## src/rtl/edsac_pkg.sv

```systemverilog
// Shared definitions for the EDSAC-style serial arithmetic units: word timing
// constants, the order encoding and the pulse-interval counter width.
package edsac_pkg;

  localparam int INTERVAL   = 36;
  localparam int WORD_BITS  = 35;
  localparam int SHORT_BITS = 17;

  function automatic int pi_width(input int modulus);
    return (modulus <= 2) ? 1 : $clog2(modulus);
  endfunction

  localparam int PI_W = pi_width(INTERVAL);

  typedef enum logic [1:0] {
    NONE = 2'd0,
    ADD  = 2'd1,
    SUB  = 2'd2
  } order_e;

  // Both enables high is treated as no order (pass-through), not an error.
  function automatic order_e decode_order(input logic add_en, input logic sub_en);
    if (add_en && !sub_en) return ADD;
    if (sub_en && !add_en) return SUB;
    return NONE;
  endfunction

endpackage

```

## src/rtl/serial_adder_unit_pulse_counter.sv

```systemverilog
// Modulo-MODULUS pulse-interval counter; mc_start marks p.i. 0 and reloads the
// count so the following interval is p.i. 1.
module pulse_counter #(
  parameter int MODULUS = 36,
  parameter int W       = 6
) (
  input  logic         clk,
  input  logic         rst,
  input  logic         mc_start,
  output logic [W-1:0] cnt,
  output logic         pi_zero
);

  logic [W-1:0] cnt_q;
  logic [W-1:0] cnt_d;

  always_comb begin
    cnt_d = cnt_q + W'(1);
    if (mc_start) begin
      cnt_d = W'(1);
    end else if (cnt_q == W'(MODULUS - 1)) begin
      cnt_d = '0;
    end
  end

  always_ff @(posedge clk or posedge rst) begin
    if (rst) begin
      cnt_q <= '0;
    end else begin
      cnt_q <= cnt_d;
    end
  end

  assign cnt     = cnt_q;
  assign pi_zero = mc_start || (cnt_q == '0);

endmodule

```

## src/rtl/serial_adder_unit.sv

```systemverilog
// Bit-serial adder/subtractor feeding the accumulator delay line, LSB first,
// with per-word order latch, short-operand sign extension and sticky overflow.
module serial_adder_unit
  import edsac_pkg::*;
(
  input  logic            clk,
  input  logic            rst,
  input  logic            mc_start,
  input  logic            acc,
  input  logic            operand,
  input  logic            add_en,
  input  logic            sub_en,
  input  logic            long_op,
  input  logic            ovf_clr,
  output logic            adder_sum,
  output logic            carry,
  output logic            sign_out,
  output logic            overflow,
  output logic [PI_W-1:0] pi
);

  logic [PI_W-1:0] pi_cnt;
  logic            pi_zero;
  logic [PI_W-1:0] pi_eff;

  order_e ord_q, ord_d, ord_cur;
  logic   long_q, long_d, long_cur;
  logic   ssign_q, ssign_d;
  logic   carry_q, carry_d;
  logic   sign_q, sign_d;
  logic   ovf_q, ovf_d;

  logic active, at_sign, short_ext;
  logic b_raw, b, c_in, sum_c, c_out;

  pulse_counter #(
    .MODULUS(INTERVAL),
    .W      (PI_W)
  ) u_pulse_counter (
    .clk     (clk),
    .rst     (rst),
    .mc_start(mc_start),
    .cnt     (pi_cnt),
    .pi_zero (pi_zero)
  );

  // A resync pulse makes this interval p.i. 0 whatever the counter holds.
  assign pi_eff = mc_start ? '0 : pi_cnt;

  always_comb begin
    ord_cur   = pi_zero ? decode_order(add_en, sub_en) : ord_q;
    long_cur  = pi_zero ? long_op : long_q;
    active    = (pi_eff < PI_W'(WORD_BITS));
    at_sign   = (pi_eff == PI_W'(WORD_BITS - 1));
    short_ext = !long_cur && (pi_eff >= PI_W'(SHORT_BITS)) && active;

    b_raw = short_ext ? ssign_q : operand;
    case (ord_cur)
      ADD:     b = b_raw;
      SUB:     b = ~b_raw;
      default: b = 1'b0;
    endcase

    c_in  = pi_zero ? (ord_cur == SUB) : carry_q;
    sum_c = active ? (acc ^ b ^ c_in) : 1'b0;
    c_out = (acc & b) | (acc & c_in) | (b & c_in);

    ord_d   = ord_cur;
    long_d  = long_cur;
    ssign_d = (pi_eff == PI_W'(SHORT_BITS - 1)) ? operand : ssign_q;
    carry_d = active ? c_out : 1'b0;
    sign_d  = at_sign ? sum_c : sign_q;

    // A new overflow at the sign p.i. beats a simultaneous clear.
    ovf_d = ovf_q;
    if (at_sign && (c_in ^ c_out)) begin
      ovf_d = 1'b1;
    end else if (ovf_clr) begin
      ovf_d = 1'b0;
    end
  end

  always_ff @(posedge clk or posedge rst) begin
    if (rst) begin
      ord_q   <= NONE;
      long_q  <= 1'b0;
      ssign_q <= 1'b0;
      carry_q <= 1'b0;
      sign_q  <= 1'b0;
      ovf_q   <= 1'b0;
    end else begin
      ord_q   <= ord_d;
      long_q  <= long_d;
      ssign_q <= ssign_d;
      carry_q <= carry_d;
      sign_q  <= sign_d;
      ovf_q   <= ovf_d;
    end
  end

  assign adder_sum = sum_c & ~rst;
  assign carry     = carry_q;
  assign sign_out  = sign_q;
  assign overflow  = ovf_q;
  assign pi        = pi_cnt;

endmodule

```

## config.mk

```make
export PLATFORM = sky130hd
export DESIGN_NAME = serial_adder_unit
export DESIGN_NICKNAME = d
export VERILOG_FILES = /design/src/rtl/edsac_pkg.sv /design/src/rtl/serial_adder_unit_pulse_counter.sv /design/src/rtl/serial_adder_unit.sv
export SDC_FILE = /design/constraint.sdc
export NUM_CORES = 1
export LEC_CHECK = 0
export CORE_MARGIN = 3
export CORE_UTILIZATION = 49
export CTS_BUF_LIST = sky130_fd_sc_hd__clkbuf_4
export DETAILED_ROUTE_END_ITERATION = 7
export PLACE_DENSITY = 0.78
export SETUP_SLACK_MARGIN = 0.2
export SLEW_MARGIN = 20
export SYNTH_ARGS = -nofsm -noshare
export SYNTH_HDL_FRONTEND = slang
export SYNTH_SLANG_ARGS = --single-unit
export TNS_END_PERCENT = 50
```

## constraint.sdc

```tcl
create_clock -name clk -period 3.6 [get_ports clk]
set_input_delay 0.54 -clock clk [delete_from_list [all_inputs] [get_ports clk]]
set_output_delay 0.54 -clock clk [all_outputs]
set_load 0.02 [all_outputs]
```

**Placement view**

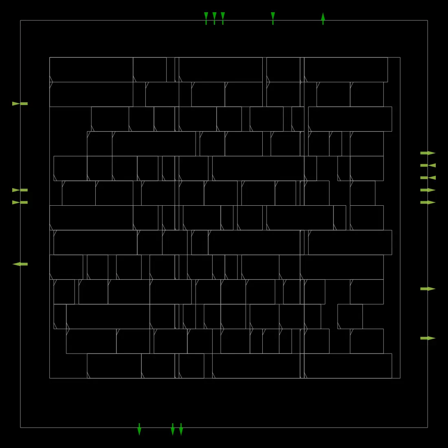
Layout Utilization: 0.838
flop share of the area: 0.286
flip-flops: 13

**PDN straps and rails**

Scale bar: 10 um. Pins as bars on the die edge.
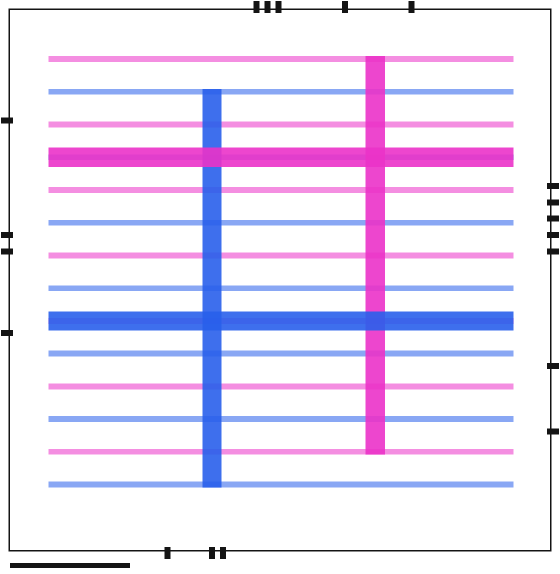
| colour | net |
|---|---|
| blue | VSS |
| magenta | VDD |
rows: 13
signal pins: 19
met4 straps: 2

**Placement by cell class**

Scale bar: 10 um.
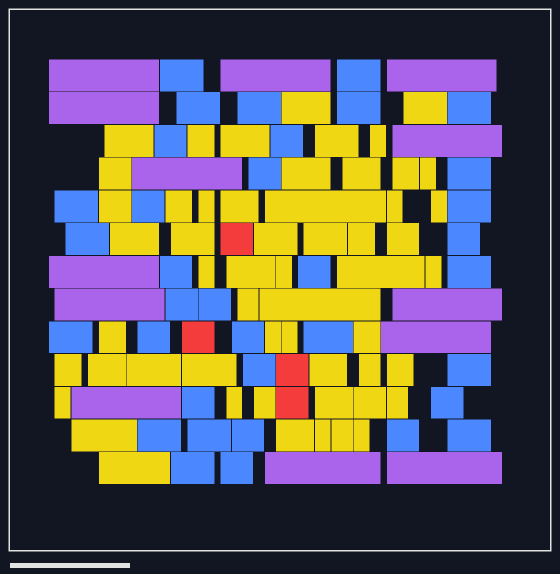
| colour | class | cells |
|---|---|---|
| purple | flops | 13 |
| yellow | combinational and other logic | 55 |
| blue | other buffers and delay cells | 35 |
| red | clock drivers and dummy loads | 4 |

==> PnR_summary.wiki <==
== Run summary ==
{| class="wikitable"
! Metric !! Value
|-
| Buffer cell driving the clock tree root || sky130_fd_sc_hd__clkbuf_4
|-
| Number of buffers added by the clock tree synthesis step || 3
|-
| Cycle use final || 0.961
|-
| Run status || finished clean
|-
| Highest clock rate || 0.289 GHz
|-
| Clock group || 0.100 mW
|-
| Critical path endpoint category || output pin
|-
| Stage-log warning count || 29
|-
| Cell type contributing the most total cell area after synthesis || sky130_fd_sc_hd__dfrtp_1
|-
| Distinct cell type count of the synthesized netlist || 32
|-
| Most frequent logic cells in the routed design || 17 x sky130_fd_sc_hd__clkdlybuf4s50_1, 17 x sky130_fd_sc_hd__buf_4, 11 x sky130_fd_sc_hd__dfrtp_1, 6 x sky130_fd_sc_hd__inv_1, 6 x sky130_fd_sc_hd__nor2_1
|-
| Proportion of register bits with asynchronous set or reset after synthesis || 1.00
|-
| Ant diodes || 0
|-
| Seq group || 0.165 mW
|-
| Highest routing layer actually used || met4
|-
| Post-synthesis instance total || 69
|-
| Initial antenna violation count || 0
|-
| Clk latency late pin || 270 ps
|-
| CORE AREA || 1370 um^2
|-
| Maximum count of clock buffers along a single path || 2
|-
| Part of the total power dissipated in the clock network || 0.252
|-
| Combinational cell area excluding buffers and inverters || 437 um^2
|-
| Number of stages on the worst hold path || 2
|-
| Met1 demand-to-capacity share in global routing || 0.281
|-
| Overall power || 0.399 mW
|-
| Terminus of the critical flop-to-flop path || sign_out$_DFFE_PP0P_
|-
| Max Slew Vio Count || 0
|-
| Setup Skew || 1.22 ps
|-
| Total internal power || 0.276 mW
|-
| Cell resize tally after clock tree synthesis || 14
|-
| Post-Synthesis Net Count || 81
|-
| Top pwr grp || sequential cells
|-
| Crit path from || u_pulse_counter.cnt[3]$_DFF_PP0_
|-
| Critical path endpoint || adder_sum
|-
| Global routing usage on met2 || 0.370
|-
| CP delay by family, top || multiplexers
|-
| Combinational cell power || 0.134 mW
|-
| Synthesized area per cell || 10.7 um^2
|-
| Number of multi-input combinational cells in the layout || about 49
|-
| Layer with the highest usage after global routing || met2
|-
| Number of enable-type register cells in the synthesized netlist || 0
|-
| Ys flops || 13
|-
| Fill cells || 82
|-
| Worst Reg-to-Reg Cells || 8
|-
| HPWL after detailed placement || around 1200 um
|-
| Share of power burned in combinational logic || 0.335
|-
| Final Hold Vio Count || 0
|-
| Cell total in the yosys stat output || 69
|-
| Biggest fanout along the worst timing path || 4
|-
| Sum of overflow across all layers after global routing || 0
|-
| Cell types with the largest area share after synthesis || sky130_fd_sc_hd__dfrtp_1 44%, sky130_fd_sc_hd__mux2_2 4.6%, sky130_fd_sc_hd__mux2i_1 4.1%, sky130_fd_sc_hd__ha_1 3.4%, sky130_fd_sc_hd__nor2b_1 3.4%
|-
| Number of levels the H-tree was split into || 1
|-
| List of most frequent post-synthesis cells || 13 x sky130_fd_sc_hd__dfrtp_1, 6 x sky130_fd_sc_hd__inv_1, 6 x sky130_fd_sc_hd__nor2_1
|-
| Area fraction of the dominant cell type after synthesis || 0.439
|-
| Clock Buffer Count || 4
|-
| Vias || 694
|-
| Sequential-to-total area share from yosys stat || 0.439
|-
| Wire length after detailed routing || 2050 um
|-
| Drt first-iter violations || 29
|-
| Startpoint kind of the worst setup timing path || flip-flop
|-
| Wire length on met1 || 891 um
|-
| Area of all placed cells without fillers || 1140 um^2
|-
| Routability congestion estimate from global placement || between 0.8 and 0.9
|-
| Pre-CTS setup slack || -321 ps
|-
| Cell count along the critical path || 9
|-
| Clock Network Area Fraction || 0.0262
|-
| R2R Path Start || u_pulse_counter.cnt[3]$_DFF_PP0_
|-
| Fin nets || between 100 and 150
|-
| Critical path's largest stage delay || about 500 ps
|-
| Max FFs per register || 6
|-
| Layout overhead on the synthesized area || 54.6%
|-
| Basic-gate share of the synthesized area counting and, or, nand and nor cells || 0.211
|-
| Leakage dissipation || ~0.5 nW
|-
| Xor/xnor cell area share of the yosys netlist || 0.0473
|-
| Startpoint of the most critical hold path || sign_out$_DFFE_PP0P_
|-
| Reg2reg setup slack || 960 ps
|-
| Placed Instance Area || approximately 1000 um^2
|-
| Type of the worst setup path || reg2out
|-
| Proportion of final cell area spent on non-clock buffers || 0.270
|}
**Clock distribution**

Scale bar: 10 um.
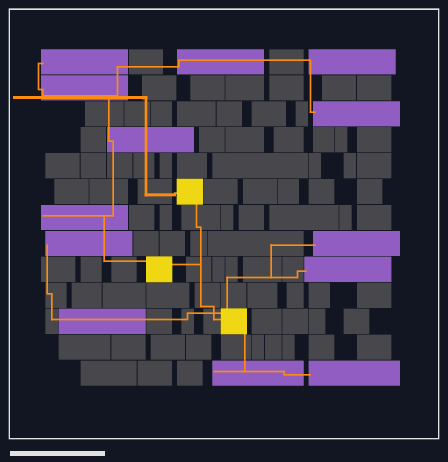
[purple] flip-flops | count: 13
[yellow] clock drivers | count: 3
[orange] clock wires | length: 189 um
flops lie: all over the die

**Routed metal, one colour a layer**

Two of the layers only.
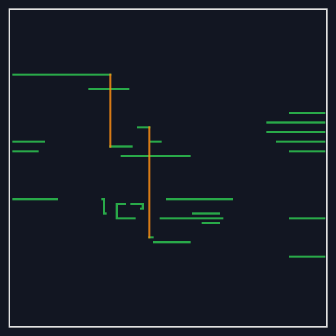
| colour | layer | wire length |
|---|---|---|
| orange | metal 4 | 25.8 um |
| green | metal 3 | 131 um |

Power and IR drop assume default switching activity.
